==> config.mk <==
export PLATFORM = sky130hd
export DESIGN_NAME = mux4_scan_ctrl
export DESIGN_NICKNAME = d
export VERILOG_FILES = /design/src/rtl/mux4_scan_ctrl.sv
export SDC_FILE = /design/constraint.sdc
export NUM_CORES = 1
export LEC_CHECK = 0
export ABC_AREA = 1
export CORE_MARGIN = 2
export CORE_UTILIZATION = 52
export DETAILED_ROUTE_END_ITERATION = 8
export GPL_TIMING_DRIVEN = 0
export PLACE_DENSITY = 0.83
export REMOVE_ABC_BUFFERS = 1
export SETUP_SLACK_MARGIN = 0.3
export SYNTH_ARGS = -nofsm -noshare
export SYNTH_HDL_FRONTEND = slang
export SYNTH_SLANG_ARGS = --single-unit
==> constraint.sdc <==
create_clock -name clk -period 2.56 [get_ports clk]
set_input_delay 0.256 -clock clk [delete_from_list [all_inputs] [get_ports clk]]
set_output_delay 0.256 -clock clk [all_outputs]
set_load 0.01 [all_outputs]
==> src/rtl/mux4_scan_ctrl.sv <==
`default_nettype none
// ============================================================================
// Module   : mux4_scan_ctrl
// Brief    : Round-robin select controller for a 4:1 mux tree. Holds each
//            enabled channel for dwell+1 cycles. It flags the last hold cycle
//            of a channel (chan_done) and the wrap of the scan order
//            (scan_wrap). All outputs are registered.
// Revision : 1.0 - initial release
// ============================================================================
module mux4_scan_ctrl #(
    parameter int DWELL_W = 8
) (
    input  logic               clk,
    input  logic               rst_n,
    input  logic               en,
    input  logic [3:0]         chan_en,
    input  logic [DWELL_W-1:0] dwell,
    output logic [1:0]         sel,
    output logic               sel_valid,
    output logic               chan_done,
    output logic               scan_wrap
);

    localparam logic [DWELL_W-1:0] c_one = DWELL_W'(1);

    typedef enum logic [0:0] {
        IDLE  = 1'b0,
        DWELL = 1'b1
    } state_t;

    state_t             r_state;
    logic [DWELL_W-1:0] r_cnt;
    logic [1:0]         r_ptr;
    logic [1:0]         r_nxt;
    logic               r_nxt_ok;

    // First enabled channel at or after base in circular order.
    // Bit 2 of the result is "found", bits 1:0 are the channel index.
    function automatic logic [2:0] pick(input logic [3:0] mask, input logic [1:0] base);
        logic [2:0] res;
        logic [1:0] idx;
        res = 3'b000;
        for (int k = 3; k >= 0; k--) begin
            idx = base + 2'(k);
            if (mask[idx]) begin
                res = {1'b1, idx};
            end
        end
        return res;
    endfunction

    // A wrap is a found successor whose index does not advance past cur.
    function automatic logic wraps(input logic [2:0] la, input logic [1:0] cur);
        return la[2] && (la[1:0] <= cur);
    endfunction

    logic [2:0] w_start;
    logic [1:0] w_load_sel;
    logic [2:0] w_la_load;
    logic [2:0] w_la_hold;

    // Channel search for a fresh start, for the channel about to be loaded,
    // and for the successor of the channel currently held.
    always_comb begin
        w_start    = pick(chan_en, r_ptr);
        w_load_sel = (r_state == IDLE) ? w_start[1:0] : r_nxt;
        w_la_load  = pick(chan_en, w_load_sel + 2'd1);
        w_la_hold  = pick(chan_en, sel + 2'd1);
    end

    // Scan FSM. chan_done/scan_wrap are computed one edge early, at the edge
    // that makes the counter reach zero, so they are plain registers. The
    // successor found at that edge is kept in r_nxt for the following load.
    always_ff @(posedge clk or negedge rst_n) begin
        if (!rst_n) begin
            r_state   <= IDLE;
            r_cnt     <= '0;
            r_ptr     <= 2'd0;
            r_nxt     <= 2'd0;
            r_nxt_ok  <= 1'b0;
            sel       <= 2'd0;
            sel_valid <= 1'b0;
            chan_done <= 1'b0;
            scan_wrap <= 1'b0;
        end else begin
            case (r_state)
                IDLE: begin
                    chan_done <= 1'b0;
                    scan_wrap <= 1'b0;
                    if (en && w_start[2]) begin
                        sel       <= w_start[1:0];
                        sel_valid <= 1'b1;
                        r_cnt     <= dwell;
                        r_state   <= DWELL;
                        if (dwell == '0) begin
                            chan_done <= 1'b1;
                            r_nxt     <= w_la_load[1:0];
                            r_nxt_ok  <= w_la_load[2];
                            scan_wrap <= wraps(w_la_load, w_start[1:0]);
                        end
                    end
                end
                DWELL: begin
                    if (!en) begin
                        // Abort: no completion flag; resume restarts this channel.
                        sel_valid <= 1'b0;
                        chan_done <= 1'b0;
                        scan_wrap <= 1'b0;
                        r_ptr     <= sel;
                        r_state   <= IDLE;
                    end else if (r_cnt != '0) begin
                        r_cnt <= r_cnt - c_one;
                        if (r_cnt == c_one) begin
                            chan_done <= 1'b1;
                            r_nxt     <= w_la_hold[1:0];
                            r_nxt_ok  <= w_la_hold[2];
                            scan_wrap <= wraps(w_la_hold, sel);
                        end else begin
                            chan_done <= 1'b0;
                            scan_wrap <= 1'b0;
                        end
                    end else if (r_nxt_ok) begin
                        sel   <= r_nxt;
                        r_cnt <= dwell;
                        if (dwell == '0) begin
                            chan_done <= 1'b1;
                            r_nxt     <= w_la_load[1:0];
                            r_nxt_ok  <= w_la_load[2];
                            scan_wrap <= wraps(w_la_load, r_nxt);
                        end else begin
                            chan_done <= 1'b0;
                            scan_wrap <= 1'b0;
                        end
                    end else begin
                        // Mask drained: park and resume after this channel.
                        sel_valid <= 1'b0;
                        chan_done <= 1'b0;
                        scan_wrap <= 1'b0;
                        r_ptr     <= sel + 2'd1;
                        r_state   <= IDLE;
                    end
                end
                default: begin
                    r_state <= IDLE;
                end
            endcase
        end
    end

endmodule
`default_nettype wire

### I/O nets highlighted

Scale bar: 20 um.
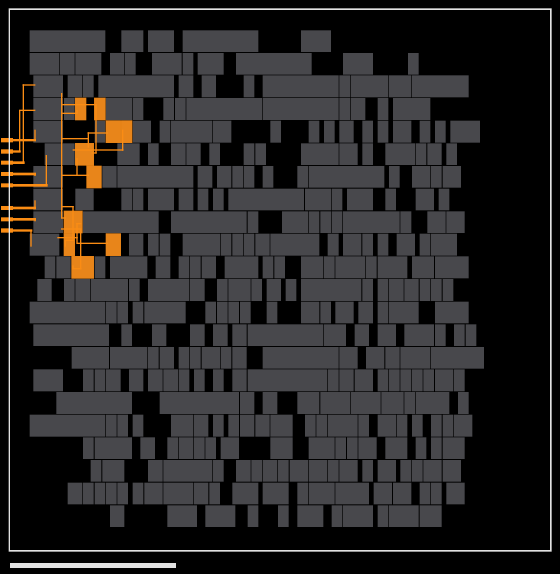
| port | color | direction | edge | end cells | buffers | wire |
|---|---|---|---|---|---|---|
| dwell | orange | input | left | 10 | 8 | 116 um |

### Signal wires by layer

Only two layers are drawn.
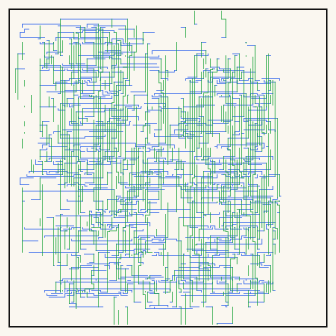
| layer | color | wire length |
|---|---|---|
| met2 | green | 2630 um |
| met1 | blue | 2190 um |

==> impl_metrics.ini <==
; implementation run metrics
[critical_path]
crit_family = simple AND/OR/NAND/NOR gates
arrival_ns = 3.15
startpoint_type = flip-flop
crit_start = r_ptr[0]
cp_common_cell = nand2_2
crit_path_cell_trace = clkinv_4, nand2_2, nand2_2, nand2_2, nand2_2, inv_2, nand2_1, nand2_1, nand2_2, nand3_4, nand2_8, nand2_4, nand2_4, o21ai_2, nand3_2, a21boi_4, ha_1, inv_1, nor2_1, nor2_1, a21oi_2, o32ai_2, nand2_1, o21ai_1
cp-end-kind = flip-flop
worstReg2RegStart = r_ptr[0]
regToRegEndpoint = scan_wrap
worstSetupPathType = reg2reg
worst-path-stages = 24
crit_buf_inv = 3
cp-endpoint = scan_wrap
worst_path_max_delay_cell = dfrtp_2
r2r_cells = 24

[timing]
layout_setup_ws_ns = -0.404
slew_violations = 0
setup_tns_ns = -0.404
grt_setup_unrepaired = true
slew_headroom_pct = 42.2
setup_viol = 1
worst_pin_slew_ns = 0.865

[grt]
grt_remaining_overflow = 0
top_usage_layer = met2
grtUsageTotal_pct = 22.5
antenna_found_initial = 0
grt_max_degree = 20
grt_pass1_vias = 1792
grt.met2_usage_pct = 40.3
grtUsageMet1_pct = 28.4
grt_pass1_wl_mm = 7.58

[placement]
dp_cells = 375
place_ws_ns = -0.771
io_buffers = 19
placed_area_mm2 = 0.00214
globalplace.congestion = 0.838

[finish]
nNetsFinal = 369
logic_area_mm2 = 0.00143
fillers = 309
seq_area_share_pct = 19.3
fin_cells = 392
dominant-cell-class = combinational gates
fin_area_mm2 = 0.00248
drive_gt1_share_pct = 25.3
final_cell_mix = nand2_1 (83), inv_1 (37), nand2_2 (28), o21ai_0 (24), nor2_1 (23)
lay_top_count = nand2_1
sh_comb_area_pct = 57.8
n_antenna_cell = 0
nonClkBufAreaFrac_pct = 11.4
regMostFlops = r_cnt
nonClockBufferCount = 32
largest_register_ffs = 8

[die]
die_y_um = 65.0
io_pins = 20
rows = 22
tapCellCount = 48
die_w_um = 65.0

[drt]
wl_met2_mm = 2.63
num_vias = 2142
vias_per_cell = 5.46
top_layer = met4
met1_length_mm = 2.19
ant_nets = 0
wl_met3_um = 181
routed_wl_mm = 5.09

[power]
seq_power_mw = 0.571
p_comb_mw = 2.80
switchingPower_mw = 1.94
clockPowerShare_pct = 6.0
powerDensity_mw_per_mm2 = 1450
clock_net_power_mw = 0.214
p_leak_nw = 1.26
maxPowerGroup = combinational cells
p_sw_share_pct = 54.0
power_mw = 3.59
irDropWorstVdd_mv = 0.674
seqPwrFrac_pct = 15.9
combPwrFrac_pct = 78.1

[status]
violations = negative setup slack
outcome = finished, violations left

[yosys]
yosys_area_mm2 = 0.00193
synth-main-ff-cell = dfrtp_1
top_area_cell = dfrtp_1
common_cells = nand2_1 (97), inv_1 (43), o21ai_0 (30), nand3_1 (24), nor2_1 (24)
ys_seq_share_pct = 24.6
edf_count = 0
post_synth.cell_area_avg_um2 = 6.13
simple_gate_area_share_pct = 41.0
xor_share_pct = 1.36
netlist_instances = 315
yosys-stat-cells = 315
yosysUniqueCellTypes = 34
yosys-mux-area-fraction_pct = 0
ys_sh_adder_pct = 5.83

[cts]
cts-root-buf = clkbuf_8
post-cts-setup-buffer-count = 5
ctsResizeCount = 21
cts_buffers = 3
clk_latency_ns = 0.26
cts_tree = built
htreeDepth = 1
clk_pin_slew_ns = 0.08
ctsLongestPathBuffers = 2

[flow_run]
warnings = 29
drv_cap = 0
### Clock routing

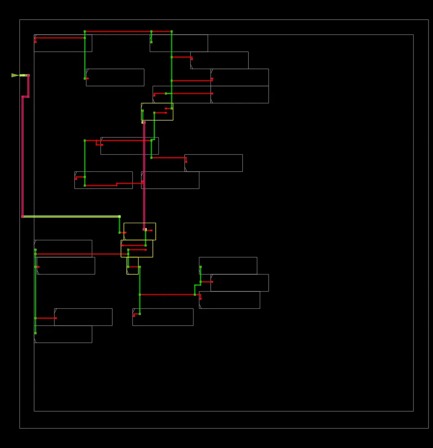
Setup Skew: 0.00956 ns
CTS Sinks: 19
flop count: 19
Clock Buffer Count: 3

